**config.mk**
```make
export PLATFORM = sky130hd
export DESIGN_NAME = restoring_divider_flat
export DESIGN_NICKNAME = d
export VERILOG_FILES = /design/src/rtl/restoring_divider_if.sv /design/src/rtl/restoring_divider.sv /design/src/flat_wrapper.sv
export SDC_FILE = /design/constraint.sdc
export NUM_CORES = 1
export LEC_CHECK = 0
export ABC_AREA = 1
export CORE_ASPECT_RATIO = 1.75
export CORE_MARGIN = 3
export CORE_UTILIZATION = 30
export DETAILED_ROUTE_END_ITERATION = 6
export GPL_ROUTABILITY_DRIVEN = 0
export GPL_TIMING_DRIVEN = 1
export PLACE_DENSITY_LB_ADDON = 0.05
export SLEW_MARGIN = 20
export SYNTH_ARGS = -nofsm -noshare
export SYNTH_HDL_FRONTEND = slang
export SYNTH_SLANG_ARGS = --single-unit
```
**constraint.sdc**
```tcl
create_clock -name i_clock -period 2.05 [get_ports i_clock]
set_clock_uncertainty 0.05 [all_clocks]
set_input_delay 0.3075 -clock i_clock [delete_from_list [all_inputs] [get_ports i_clock]]
set_output_delay 0.3075 -clock i_clock [all_outputs]
set_load 0.01 [all_outputs]
```
**src/rtl/restoring_divider_if.sv**
```systemverilog
// Operand/result bundle for the restoring divider.
// The operand latch / issue logic drives the master side; the divider is the
// slave. Clock and reset are kept as plain ports on the divider itself.
`timescale 1ns/1ps

interface restoring_divider_if #(
  parameter int N = 4
);

  logic         i_start;
  logic [N-1:0] i_dividend;
  logic [N-1:0] i_divisor;
  logic         o_busy;
  logic         o_done;
  logic [N-1:0] o_quotient;
  logic [N-1:0] o_remainder;
  logic         o_divide_by_zero;

  modport master (
    output i_start,
    output i_dividend,
    output i_divisor,
    input  o_busy,
    input  o_done,
    input  o_quotient,
    input  o_remainder,
    input  o_divide_by_zero
  );

  modport slave (
    input  i_start,
    input  i_dividend,
    input  i_divisor,
    output o_busy,
    output o_done,
    output o_quotient,
    output o_remainder,
    output o_divide_by_zero
  );

endinterface

```
**src/rtl/restoring_divider.sv**
```systemverilog
// Multi-cycle unsigned restoring divider (DIV/MOD path of the ALU).
// One quotient bit is produced per clock by a single (N+1)-bit Subtractor
// that compares the shifted partial remainder with the divisor.
// Optional feature: define DIVIDER_ZERO_CHECK_EN to short-circuit a zero
// divisor straight to DONE and raise o_divide_by_zero; otherwise a zero
// divisor runs the normal N-cycle algorithm and the flag stays 0.
`timescale 1ns/1ps

module Subtractor #(
  parameter int W = 5
) (
  input  logic [W-1:0] minuend_i,
  input  logic [W-1:0] subtrahend_i,
  output logic [W-1:0] difference_o,
  output logic         borrow_o
);

  // Widen by one bit so the top bit of the result is the borrow-out.
  assign {borrow_o, difference_o} = {1'b0, minuend_i} - {1'b0, subtrahend_i};

endmodule

module restoring_divider #(
  parameter int N = 4
) (
  input  logic                   i_clock,
  input  logic                   i_reset_n,
  restoring_divider_if.slave     bus
);

  localparam int            CW   = (N > 1) ? $clog2(N) : 1;
  localparam logic [CW-1:0] LAST = CW'(N - 1);

  typedef enum logic [1:0] {
    IDLE = 2'd0,
    RUN  = 2'd1,
    DONE = 2'd2
  } state_t;

  state_t        state_q;
  logic [CW-1:0] count_q;
  logic [N-1:0]  quotShift_q;
  logic [N-1:0]  partRem_q;
  logic [N-1:0]  divisor_q;
  logic [N-1:0]  quotient_q;
  logic [N-1:0]  remainder_q;
  logic          busy_q;
  logic          done_q;

  logic [N-1:0]  quotShift_d;
  logic [N-1:0]  partRem_d;

  logic [N:0]    trial;
  logic [N:0]    subtrahend;
  logic [N:0]    difference;
  logic          borrow;
  logic          unusedDiffMsb;

  // Trial value: partial remainder with the next dividend bit shifted in.
  assign trial      = {partRem_q, quotShift_q[N-1]};
  assign subtrahend = {1'b0, divisor_q};

  Subtractor #(
    .W (N + 1)
  ) u_subtractor (
    .minuend_i    (trial),
    .subtrahend_i (subtrahend),
    .difference_o (difference),
    .borrow_o     (borrow)
  );

  // While the algorithm runs the remainder stays below the divisor, so the
  // top difference bit is always zero whenever it is actually used.
  assign unusedDiffMsb = difference[N];

  // One restoring step: keep the difference if it fits, otherwise restore.
  always_comb begin
    partRem_d   = borrow ? trial[N-1:0] : difference[N-1:0];
    quotShift_d = {quotShift_q[N-2:0], ~borrow};
  end

`ifdef DIVIDER_ZERO_CHECK_EN
  logic divZero_q;
  logic divisorIsZero;

  assign divisorIsZero = (bus.i_divisor == '0);

  // Control FSM, datapath registers and registered results (zero-check build).
  always_ff @(posedge i_clock or negedge i_reset_n) begin
    if (!i_reset_n) begin
      state_q     <= IDLE;
      count_q     <= '0;
      quotShift_q <= '0;
      partRem_q   <= '0;
      divisor_q   <= '0;
      quotient_q  <= '0;
      remainder_q <= '0;
      divZero_q   <= 1'b0;
      busy_q      <= 1'b0;
      done_q      <= 1'b0;
    end else begin
      case (state_q)
        IDLE, DONE: begin
          if (bus.i_start) begin
            quotShift_q <= bus.i_dividend;
            divisor_q   <= bus.i_divisor;
            partRem_q   <= '0;
            count_q     <= '0;
            if (divisorIsZero) begin
              state_q     <= DONE;
              busy_q      <= 1'b0;
              done_q      <= 1'b1;
              quotient_q  <= '1;
              remainder_q <= bus.i_dividend;
              divZero_q   <= 1'b1;
            end else begin
              state_q     <= RUN;
              busy_q      <= 1'b1;
              done_q      <= 1'b0;
              quotient_q  <= '0;
              remainder_q <= '0;
              divZero_q   <= 1'b0;
            end
          end else begin
            state_q <= IDLE;
            busy_q  <= 1'b0;
            done_q  <= 1'b0;
          end
        end
        RUN: begin
          partRem_q   <= partRem_d;
          quotShift_q <= quotShift_d;
          count_q     <= count_q + 1'b1;
          if (count_q == LAST) begin
            state_q     <= DONE;
            busy_q      <= 1'b0;
            done_q      <= 1'b1;
            quotient_q  <= quotShift_d;
            remainder_q <= partRem_d;
          end
        end
        default: begin
          state_q <= IDLE;
          busy_q  <= 1'b0;
          done_q  <= 1'b0;
        end
      endcase
    end
  end

  assign bus.o_divide_by_zero = divZero_q;
`else
  // Control FSM, datapath registers and registered results.
  always_ff @(posedge i_clock or negedge i_reset_n) begin
    if (!i_reset_n) begin
      state_q     <= IDLE;
      count_q     <= '0;
      quotShift_q <= '0;
      partRem_q   <= '0;
      divisor_q   <= '0;
      quotient_q  <= '0;
      remainder_q <= '0;
      busy_q      <= 1'b0;
      done_q      <= 1'b0;
    end else begin
      case (state_q)
        IDLE, DONE: begin
          if (bus.i_start) begin
            quotShift_q <= bus.i_dividend;
            divisor_q   <= bus.i_divisor;
            partRem_q   <= '0;
            count_q     <= '0;
            quotient_q  <= '0;
            remainder_q <= '0;
            state_q     <= RUN;
            busy_q      <= 1'b1;
            done_q      <= 1'b0;
          end else begin
            state_q <= IDLE;
            busy_q  <= 1'b0;
            done_q  <= 1'b0;
          end
        end
        RUN: begin
          partRem_q   <= partRem_d;
          quotShift_q <= quotShift_d;
          count_q     <= count_q + 1'b1;
          if (count_q == LAST) begin
            state_q     <= DONE;
            busy_q      <= 1'b0;
            done_q      <= 1'b1;
            quotient_q  <= quotShift_d;
            remainder_q <= partRem_d;
          end
        end
        default: begin
          state_q <= IDLE;
          busy_q  <= 1'b0;
          done_q  <= 1'b0;
        end
      endcase
    end
  end

  assign bus.o_divide_by_zero = 1'b0;
`endif

  assign bus.o_busy      = busy_q;
  assign bus.o_done      = done_q;
  assign bus.o_quotient  = quotient_q;
  assign bus.o_remainder = remainder_q;

endmodule
```
**src/flat_wrapper.sv**
```systemverilog
// flat-port wrapper written by rule: the top's interface ports become plain ports
module restoring_divider_flat 
#(
  parameter int N = 4
)
  (i_clock, i_reset_n, bus_i_start, bus_i_dividend, bus_i_divisor, bus_o_busy, bus_o_done, bus_o_quotient, bus_o_remainder, bus_o_divide_by_zero);
  restoring_divider_if #(.N(N)) bus_i ();
  input  logic i_clock;
  input  logic i_reset_n;
  input wire logic [$bits(bus_i.i_start)-1:0] bus_i_start;
  input wire logic [$bits(bus_i.i_dividend)-1:0] bus_i_dividend;
  input wire logic [$bits(bus_i.i_divisor)-1:0] bus_i_divisor;
  output wire logic [$bits(bus_i.o_busy)-1:0] bus_o_busy;
  output wire logic [$bits(bus_i.o_done)-1:0] bus_o_done;
  output wire logic [$bits(bus_i.o_quotient)-1:0] bus_o_quotient;
  output wire logic [$bits(bus_i.o_remainder)-1:0] bus_o_remainder;
  output wire logic [$bits(bus_i.o_divide_by_zero)-1:0] bus_o_divide_by_zero;
  assign bus_i.i_start = bus_i_start;
  assign bus_i.i_dividend = bus_i_dividend;
  assign bus_i.i_divisor = bus_i_divisor;
  assign bus_o_busy = bus_i.o_busy;
  assign bus_o_done = bus_i.o_done;
  assign bus_o_quotient = bus_i.o_quotient;
  assign bus_o_remainder = bus_i.o_remainder;
  assign bus_o_divide_by_zero = bus_i.o_divide_by_zero;
  restoring_divider #(.N(N)) u_core (.i_clock(i_clock), .i_reset_n(i_reset_n), .bus(bus_i));
endmodule
```
**Routed metal, one color a layer**

Scale: 4 px per um.
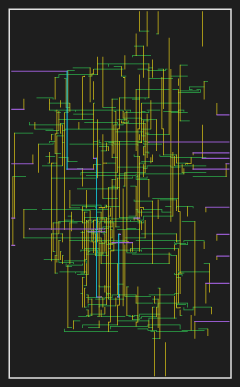
[metal 3] purple | wire length: 136 um
[metal 1] green | wire length: 1,090 um
[metal 2] yellow | wire length: 1,460 um
[metal 4] cyan | wire length: 74.8 um
via total after detailed routing: 962
overall fraction of global-route tracks in use: 0.127
Detailed Route WL: 2760 um
routed length per instance: 13.5 um

**Metal 3**

Scale: 6 px per um.
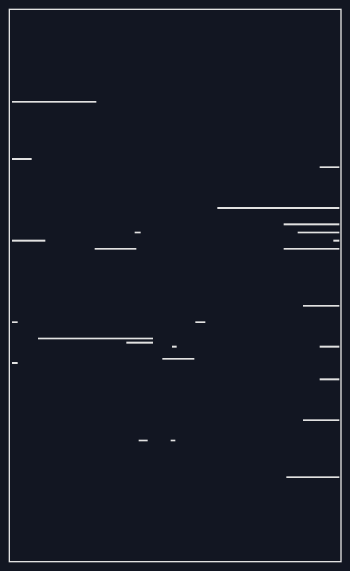
wire length on this layer: 136 um
main direction: horizontal
longest straight run: 20.0 um
share of all routed wire: 4.9%
nets with wire on the layer: 22
met3 Usage GRT: 0.0163

**The clock network**

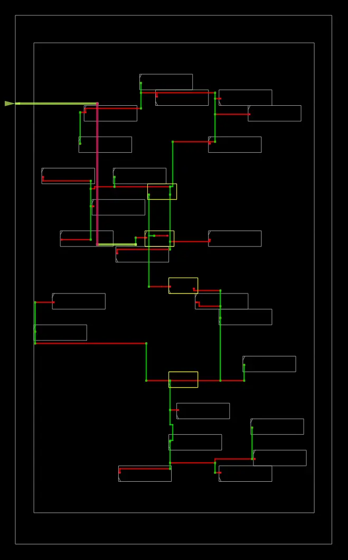
clk ins delay skew pair: 0.26 ns
TritonCTS sink count: 24
power drawn by the clock network: 0.000328 W
FFs & Latches: 24

## per-stage QoR
step,cells,worst slack [ns],total power [W]
floorplan,135,0.527,0.00186
global placement,201,0.371,0.00224
detailed placement,201,0.365,0.00226
CTS,205,0.362,0.00259
global route,205,0.246,0.00281
finish,205,0.382,0.00254
## sequential cells by signal (all words and copies together) (netlist names)
| signal | cells |
|---|---|
| u_core.count_q | 2 |
| u_core.divisor_q | 4 |
| u_core.state_q | 2 |
| u_core.quotShift_q | 4 |
| u_core.partRem_q | 4 |
| u_core.bus.o_remainder | 4 |
| u_core.bus.o_quotient | 4 |
## area by class of cell
| cell class | instances | area (um2) |
|---|---|---|
| well taps | 48 | 60.1 |
| fillers | 439 | 2420 |
| repair buffers | 21 | 208 |
| clock buffers | 4 | 55.1 |
| multi-input cells | 92 | 573 |
| flip-flops and latches | 24 | 601 |
| inverters | 16 | 62.6 |
## per-layer routing
metal | routed length [um] | GRT usage | vias to the layer above
met4 | 74 | 0.0527 | 0
met3 | 136 | 0.0163 | 6
met1 | 1090 | 0.158 | 452
met5 | 0 | 0 | -
met2 | 1460 | 0.211 | 28
li1 | - | - | 476
## worst paths after layout
| check | endpoint | cells after the start | startpoint |
|---|---|---|---|
| max in group asynchronous | u_core.partRem_q[1] | 2 | i_reset_n |
| hold / removal | u_core.bus.o_quotient[0] | 2 | i_reset_n |
| setup / recovery | u_core.partRem_q[2] | 9 | u_core.quotShift_q[3] |
| setup reg to reg | u_core.partRem_q[2] | 9 | u_core.quotShift_q[3] |
| hold reg to reg | u_core.bus.o_remainder[2] | 2 | u_core.bus.o_remainder[2] |
| min in group i_clock | u_core.bus.o_remainder[2] | 2 | u_core.bus.o_remainder[2] |
## synthesized netlist by cell type (2+ instances only)
library cell,n,area share
sky130_fd_sc_hd__nor2_4,2,0.018
sky130_fd_sc_hd__ha_1,5,0.050
sky130_fd_sc_hd__buf_4,2,0.012
sky130_fd_sc_hd__a21oi_1,4,0.016
sky130_fd_sc_hd__o21ai_2,5,0.035
sky130_fd_sc_hd__nand3_2,2,0.016
sky130_fd_sc_hd__nand2_1,35,0.10
sky130_fd_sc_hd__inv_2,3,0.0089
sky130_fd_sc_hd__dfrtp_1,24,0.48
sky130_fd_sc_hd__nand2_4,4,0.036
sky130_fd_sc_hd__nand4_1,3,0.015
sky130_fd_sc_hd__nor2_1,6,0.018
sky130_fd_sc_hd__inv_1,12,0.036
sky130_fd_sc_hd__nand3_1,10,0.040
sky130_fd_sc_hd__nand2_2,5,0.025
## kinds of logic (layout without fill, tap and decap cells)
logic type      after synthesis  after routing  synth area share
other cells                   1              1           0.00297
fa+ha+maj                     6              6            0.0654
flops                        24             24             0.476
compound gates               15             15            0.0833
xor+xnor                      1              1           0.00694
buf+inv                      19             41            0.0704
simple gates                 68             68             0.286
mux                           1              1           0.00892
## power groups by stage
stage	Combinational [W]	Clock (W)	Sequential, W
after floorplan	0.00103	0	0.000831
after global placement	0.00141	0	0.000828
after detailed placement	0.00143	0	0.000826
after CTS	0.00143	0.000336	0.000821
after global routing	0.00160	0.000359	0.000844
final	0.00139	0.000328	0.000817
==> writeup.txt <==
The run finished with clean final reports. The logs give 0.476 for the fraction of the yosys area taken by sequential cells and 0.000610 V for the maximum ir drop on the vdd rail. The critical path class is reg -> reg. The logs give 0.322 for the sequential cell fraction of total power and 1260 um2 for the area figure in the yosys stat output.

The first global-routing pass estimated 4730 um of wire. The first TritonRoute pass finished after 4 iterations. The tree is rooted in a sky130_fd_sc_hd__clkbuf_8.

The floorplan has 30 rows. After clock tree synthesis, the repair step resized 0 gates. The fraction of layout cells with a size suffix above 1 is 0.191, and the initial detailed-routing violation count is 33. The predominant post-synthesis flop cell was sky130_fd_sc_hd__dfrtp_1. The tools report the area of the die as 5050 um2. The initial standard-cell utilization of the core was 0.317. TritonCTS built the clock tree.

Endpoints with negative setup slack in the final report add up to 0. The post-layout minimum cycle time works out to 1.67 ns. The cell with the largest stage delay on the worst path is sky130_fd_sc_hd__dfrtp_1.

The worst stage delay on the critical path was 0.39 ns. The ratio of total power to cell area is 1630 nW/um2, and the via-per-instance ratio is 4.69. The async set or reset register ratio after synthesis works out to 1.00. The number of maximum-capacitance violations recorded for the run is 0.

Hold timing on the final database bottoms out at a slack of 0.343 ns. The tools report the area of placed instances as 1500 um2. The cell sequence reported for the critical path is inv_1 > ha_1 > inv_1 > fa_1 > xor2_1 > nand2_1 > nand2_1 > nand2_1 > o21ai_2. The number of nets handed over by synthesis was 152.

The finished cells cover 1560 um2. Looking at the clock tree report, the maximum root-to-sink buffer count equals 2. The run gives 0.00114 W for the net switching power figure. The flow measured a signed area growth from synthesis to layout of 23.5%. With the fraction of power spent switching nets at 0.449, the count of unique library cells instantiated by Yosys is 28.

In the final report, the number of hold violations comes to 0. The number of buffers created by CTS was 3. The number of ports placed on the die boundary is 22, and the via count of the first global-routing pass is 1,005. Horizontal die size: 55.0 um.

The report puts the hold buffer count at CTS at 0. The tools report the arrival time of the worst setup path as 1.78 ns. For this run, the script counts the antenna cells in the layout as 0.

The worst setup path is launched from a flip-flop. In the Yosys report the total cell count is 135. The run gives 20 for the number of port buffers. Checking hold timing, the worst path is listed with class in -> async.

With the y dimension of the die at 91.8 um, the warning total across the stage logs is 26. Yosys reported a register bit count of 24. The DRC violation total left in the routed layout is recorded as 0.

The maximum number of pins on one net before global-route repair is 25, and the average instance area after synthesis is 9.35 um2. The tools report the type of destination of the critical path as a flip-flop. The run gives 0.549 as the relative contribution of combinational cells to total power.

The logs give 1260 um2 for the area of the mapped netlist and 0.00140 W for the internal power contribution. HPWL after detailed placement: 2210 um. The dominant cell type by count on the critical path is sky130_fd_sc_hd__nand2_1.

The analysis attributes to cell leakage a power of 0.774 nW. Core footprint: 3980 um2. The final tally of max-slew violations is 0.

The flow reports an fmax of 0.599 GHz. Setup repair after global routing left no endpoint under its margin. The initial antenna violation count came out at 0.

With the instance count of the mapped netlist at 135, the part of the power in the clock network is 0.129. With the sum of overflow across all layers after global routing at 0, the maximum fanout count along the critical path is 3. With the final core area utilization at 0.392, the required time at the endpoint of the critical path is 2.16 ns.

The timing report notes that buffer and inverter cells on the critical path total 2. Across all register-to-register paths, the minimum setup slack is 0.38 ns. For reference, the clock transition at the flip-flops on the worst setup and hold paths is 0.09 ns. At the end of the flow, the number of nets in the layout was 175. In this run, synthesis inferred 0 flip-flops with an integrated enable. The run gives 0 as the tally of yosys warning messages.

Summed negative setup slack over all endpoints: 0 ns. The most common cell after layout, fill and taps aside was sky130_fd_sc_hd__nand2_1. Leaving out fill and tap cells, the most frequent cells in the layout are sky130_fd_sc_hd__nand2_1, sky130_fd_sc_hd__dfrtp_1, sky130_fd_sc_hd__clkdlybuf4s50_1.

The run gives 0 for the count of buffers added by post-CTS timing repair for setup. The timing report attributes the biggest portion of critical-path delay to adder cells. For the number of levels the H-tree was split into, the log shows 1.

Nets still carrying antenna violations after routing amount to 0. The final critical-path share of the clock period came out at 0.814.
No activity file was given, so power comes from the tool's default toggle rates.
